met1.png
Supply wires on this layer in grey.
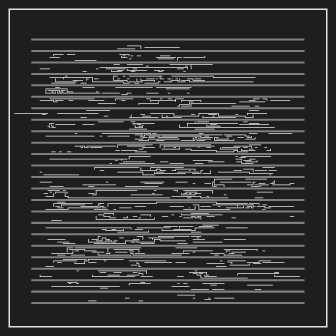
met2.png
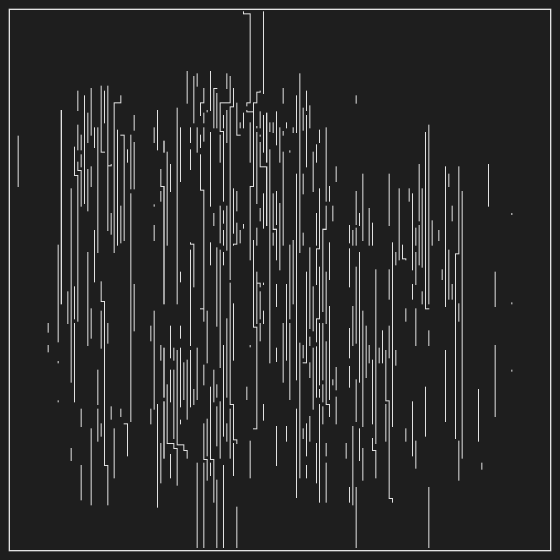
met3.png
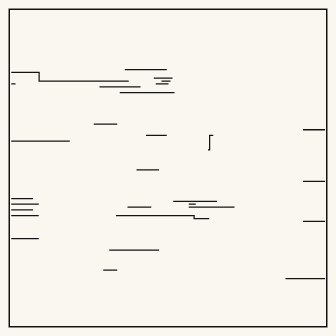
final_clocks.png
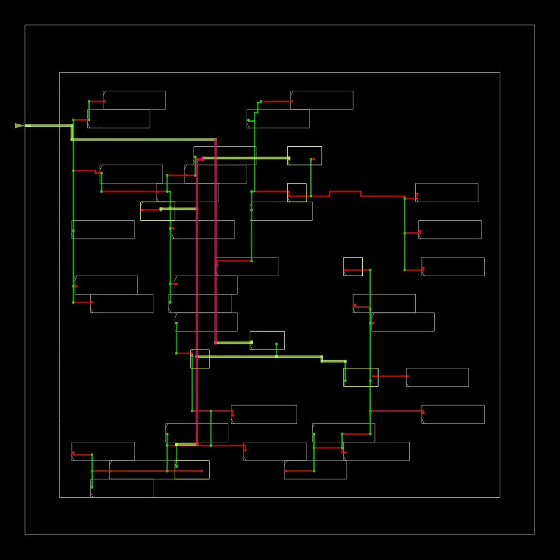
==> config.mk <==
export PLATFORM = sky130hd
export DESIGN_NAME = seq_mult_shift_add
export DESIGN_NICKNAME = d
export VERILOG_FILES = /design/src/rtl/seq_mult_shift_add.sv
export SDC_FILE = /design/constraint.sdc
export NUM_CORES = 1
export LEC_CHECK = 0
export CAP_MARGIN = 30
export CORE_MARGIN = 5
export CORE_UTILIZATION = 40
export CTS_BUF_LIST = sky130_fd_sc_hd__clkbuf_4 sky130_fd_sc_hd__clkbuf_8
export DETAILED_ROUTE_END_ITERATION = 10
export SETUP_SLACK_MARGIN = 0.5
export SLEW_MARGIN = 0
export SYNTH_ARGS = -nofsm -noshare
export SYNTH_HDL_FRONTEND = slang
export SYNTH_SLANG_ARGS = --single-unit
==> constraint.sdc <==
create_clock -name clk -period 2.2 [get_ports clk]
set_input_delay 0.44 -clock clk [delete_from_list [all_inputs] [get_ports clk]]
set_output_delay 0.44 -clock clk [all_outputs]
set_load 0.005 [all_outputs]
==> src/rtl/seq_mult_shift_add.sv <==
// Sequential shift-add unsigned multiplier with a start/busy/done handshake.
// Define SEQ_MULT_EARLY_TERM_EN to finish as soon as the remaining multiplier bits are zero.
module seq_mult_shift_add #(
  parameter int WIDTH = 4,
  parameter int CNT_W = $clog2(WIDTH) + 1
) (
  input  logic               clk,
  input  logic               rst_n,
  input  logic               start,
  input  logic [WIDTH-1:0]   a,
  input  logic [WIDTH-1:0]   b,
  output logic               busy,
  output logic               done,
  output logic [2*WIDTH-1:0] product
);

  typedef enum logic [1:0] {
    IDLE = 2'd0,
    RUN  = 2'd1,
    DONE = 2'd2
  } state_t;

  state_t             state_reg, state_next;
  logic [2*WIDTH-1:0] acc_reg, acc_next;
  logic [2*WIDTH-1:0] mcand_reg, mcand_next;
  logic [2*WIDTH-1:0] product_reg, product_next;
  logic [WIDTH-1:0]   mplier_reg, mplier_next;
  logic [CNT_W-1:0]   cnt_reg, cnt_next;

  // Datapath for one RUN step; the single adder is shared by every step.
  logic [2*WIDTH-1:0] acc_step;
  logic [WIDTH-1:0]   mplier_shift;
  logic [CNT_W-1:0]   cnt_step;
  logic               last_step;

  assign acc_step     = mplier_reg[0] ? (acc_reg + mcand_reg) : acc_reg;
  assign mplier_shift = mplier_reg >> 1;
  assign cnt_step     = cnt_reg + CNT_W'(1);

`ifdef SEQ_MULT_EARLY_TERM_EN
  // No set bits left in the multiplier means every further step adds nothing.
  assign last_step = (cnt_step == CNT_W'(WIDTH)) || (mplier_shift == '0);
`else
  assign last_step = (cnt_step == CNT_W'(WIDTH));
`endif

  always_ff @(posedge clk or negedge rst_n) begin
    if (!rst_n) begin
      state_reg   <= IDLE;
      acc_reg     <= '0;
      mcand_reg   <= '0;
      mplier_reg  <= '0;
      cnt_reg     <= '0;
      product_reg <= '0;
    end else begin
      state_reg   <= state_next;
      acc_reg     <= acc_next;
      mcand_reg   <= mcand_next;
      mplier_reg  <= mplier_next;
      cnt_reg     <= cnt_next;
      product_reg <= product_next;
    end
  end

  always_comb begin
    state_next   = state_reg;
    acc_next     = acc_reg;
    mcand_next   = mcand_reg;
    mplier_next  = mplier_reg;
    cnt_next     = cnt_reg;
    product_next = product_reg;

    case (state_reg)
      IDLE, DONE: begin
        if (start) begin
          acc_next    = '0;
          mcand_next  = {{WIDTH{1'b0}}, a};
          mplier_next = b;
          cnt_next    = '0;
          state_next  = RUN;
        end else begin
          state_next  = IDLE;
        end
      end
      RUN: begin
        acc_next    = acc_step;
        mcand_next  = mcand_reg << 1;
        mplier_next = mplier_shift;
        cnt_next    = cnt_step;
        if (last_step) begin
          product_next = acc_step;
          state_next   = DONE;
        end
      end
      default: state_next = IDLE;
    endcase
  end

  assign busy    = (state_reg == RUN);
  assign done    = (state_reg == DONE);
  assign product = product_reg;

endmodule

==> job_summary.md <==
## Synthesis and layout report

| Metric | Value |
|---|---|
| Worst Setup End Kind | register |
| WL met2 | 2290 um |
| Inverters excl. clock | 4 |
| Placed insts | 236 |
| Die W | 75.0 um |
| Slew @ Worst Pin | 0.472 ns |
| CP Data Arrival Time | 2.17 ns |
| Die area | 0.00563 mm2 |
| Setup total negative slack | 0 ns |
| Unrepaired setup endpoints after global routing | yes |
| Initial drt markers | 70 |
| M1 wire length | 1870 um |
| Reg clk slew, reported paths | 0.07 ns |
| Minimum clock period | 1.98 ns |
| Critical path's slowest cell | dfrtp_1 |
| Length of routed met3 wiring | 219 um |
| Largest net degree at the start of global routing | 34 |
| Seq Cell Count | 33 |
| CTS tree | yes |
| CTS H-tree lvls | 2 |
| Critical Path Fanout Max | 3 |
| Worst Setup Slack, final | 0.215 ns |
| Ant diodes | 0 |
| Seq power | 1.12 mW |
| Final hold violation count | 0 |
| Peak VDD IR | 0.726 mV |
| Post-synth EDFFs | 0 |
| Init Core Util | 41.7% |
| Top sig layer | met4 |
| RR Startpoint | acc_reg[0] |
| Global-route wire length before repair | 7250 um |
| Worst Reg-to-Reg Cells | 7 |
| Status | finished clean |
| Leading cell kind | multi-input combinational cells |
| Logic cell area | 972 um2 |
| Layer with the highest usage | met2 |
| Yosys reg bits | 33 |
| Mapped Cells | 165 |
| Pre-antenna DRT Iters | 5 |
| Max-slew headroom | 68.5% |
| Dpl ws | 0.0934 ns |
| Comb pwr | 2.40 mW |
| Post-Place Cell Area | 0.00199 mm2 |
| Min-delay src | product[0] |
| Combinational share of power | 60.2% |
| Achievable Freq | 504 MHz |
| Post-synthesis average cell area | 10.2 um2 |
| Initial antenna violation count | 0 |
| Setup Crit Path Kind | reg2reg |
| Latency at later pin | 0.29 ns |
| Clk pwr share | 11.6% |
| Async set or reset register ratio after synthesis | 100% |
| Top Layout Cells | 32 x buf_4, 30 x dfrtp_1, 18 x clkdlybuf4s50_1 |
| Fillers | 333 |
| Fraction of area in multi-input gates | 39.9% |
| Buffer share of cell area | 19.1% |
| Cts hold-fix bufs | 0 |
| Reg power frac | 28.2% |
| Clk. pwr | 0.464 mW |
| Drt wl/cell | 16.5 um |
| Slew Limit Fails | 0 |
| Crit share post-route | 90.2% |
| Reg2reg end | product[4] |
| Yosys chip area | 0.00169 mm2 |
| Post-DP HPWL | 2870 um |
| Pwr Total | 3.99 mW |
| Worst Hold Path EP | product[0] |
| R2r setup slk | 0.22 ns |
| P_int | 2.38 mW |
| Power density over cell area | 1640 mW/mm2 |
| Vias in the first global route | 1,504 |
| Ys flop type | dfrtp_1 |
| Static leakage | 1.09 nW |
| Synth Net Count | 186 |
| Post-DRT Antenna Nets | 0 |
| Finished Cell Area | 0.00244 mm2 |
| Commonest Layout Cell | buf_4 |
| Core ar. | 0.00406 mm2 |
| Number of logic gates | 122 |
| Clk sinks | 33 |
| Clk buf depth | 2 |
| Worst Hold Depth | 2 |
| IO Pins | 21 |
| Switching portion of total power | 40.4% |
| Post-CTS Repair Setup Buffers | 16 |
| Area leader share | 48.9% |
| Area growth from synthesis to layout | 44.1% |
| Psw | 1.61 mW |
| Biggest consumer | combinational logic |
| Fin cells | 271 |
| Critical path depth | 7 |
| Total grt overflow | 0 |
| CP delay by family, top | AND-OR/OR-AND gates |
| Startpoint Class | register |
| Vias per Instance | 5.54 |
| Top cells, area | dfrtp_1 49%, ha_1 6.7%, a22o_1 4.7% |
| Fraction of layout cells with a size suffix above 1 | 32.1% |
| Min Hold Slack | 0.487 ns |
| # nets final | 241 |
| Total GRT Usage | 17.6% |
| Critical path buffer and inverter count | 0 |
| Distinct lib cells | 37 |
| Req. time, crit path | 2.38 ns |
| Crit path capture | product[4] |
| Tap cell count | 50 |
| Reg area | 830 um2 |
| Die height | 75.0 um |
| Crit. Startpoint | acc_reg[0] |
| YS warnings | 0 |
| Buffers, non-clock | 54 |
| I/O Buffers | 20 |
| Clock network share of area | 3.75% |
| CTS root buffer | clkbuf_8 |
| Maxcap violations | 0 |
| Worst hold path class | reg2reg |
| Rows | 23 |
| Synth Cell Area | 0.00169 mm2 |
| CTS Buf Count | 5 |
| Seq area share | 34.1% |
| Tool warnings | 30 |
| Gpl congestion | 0.850 |
| Drt drc | 0 |
| # Cells Yosys | 165 |
| Post_cts resized | 17 |
| CP cell instances | ha_2, fa_2, a21o_2, a211oi_2, nor3_1, a31o_2, a22o_1 |
| Setup-failing EPs final | 0 |
| Post-synthesis cell type with the largest combined area | dfrtp_1 |
| Core Util, Final | 60.0% |
| Sequential area share after synthesis | 48.9% |
| Delay of the slowest critical-path stage | 0.40 ns |
## Picture notes: met1.png
share of all routed wire = 42%
longest straight run = 24.2 um
nets with wire on the layer = 216
vias after detailed routing: 1,502
GRT met1 Usage: 20.4%
wirelength, routed: 4470 um

## Picture notes: met2.png
main direction = vertical
nets with wire on the layer = 206
met2 usage: 30.3%

## Picture notes: met3.png
main direction = horizontal
longest straight run = 21.2 um
GR Util met3: 4.54%

## Picture notes: final_clocks.png
CLK BUF: 5
clk_skew: 0.00576 ns

## logic make-up after synthesis
family | count (synthesis) | share of synthesized area [%]
compound gates | 54 | 21.9
simple gates | 48 | 13.5
flops | 33 | 48.9
buf+inv | 10 | 2.37
fa+ha+maj | 10 | 7.85
xor+xnor | 5 | 2.59
mux | 5 | 2.96
## cell usage after synthesis, drive strengths merged, types with 3 or more instances
cell type	instances
a211oi	4
a21o	3
a21oi	10
a22o	9
and3	3
clkbuf	4
dfrtp	33
ha	9
inv	4
mux2i	5
nand2	15
nand3	3
nor2	15
nor2b	3
nor3	3
o21ai	13
o22ai	5
xor2	3
## worst min-delay path, stage by stage (launching register included)
cell and delay [ns]:
dfrtp_1 0.35, nand2_1 0.05, o21ai_0 0.06
Power figures rest on the tool's default switching activity, not on a simulated workload.
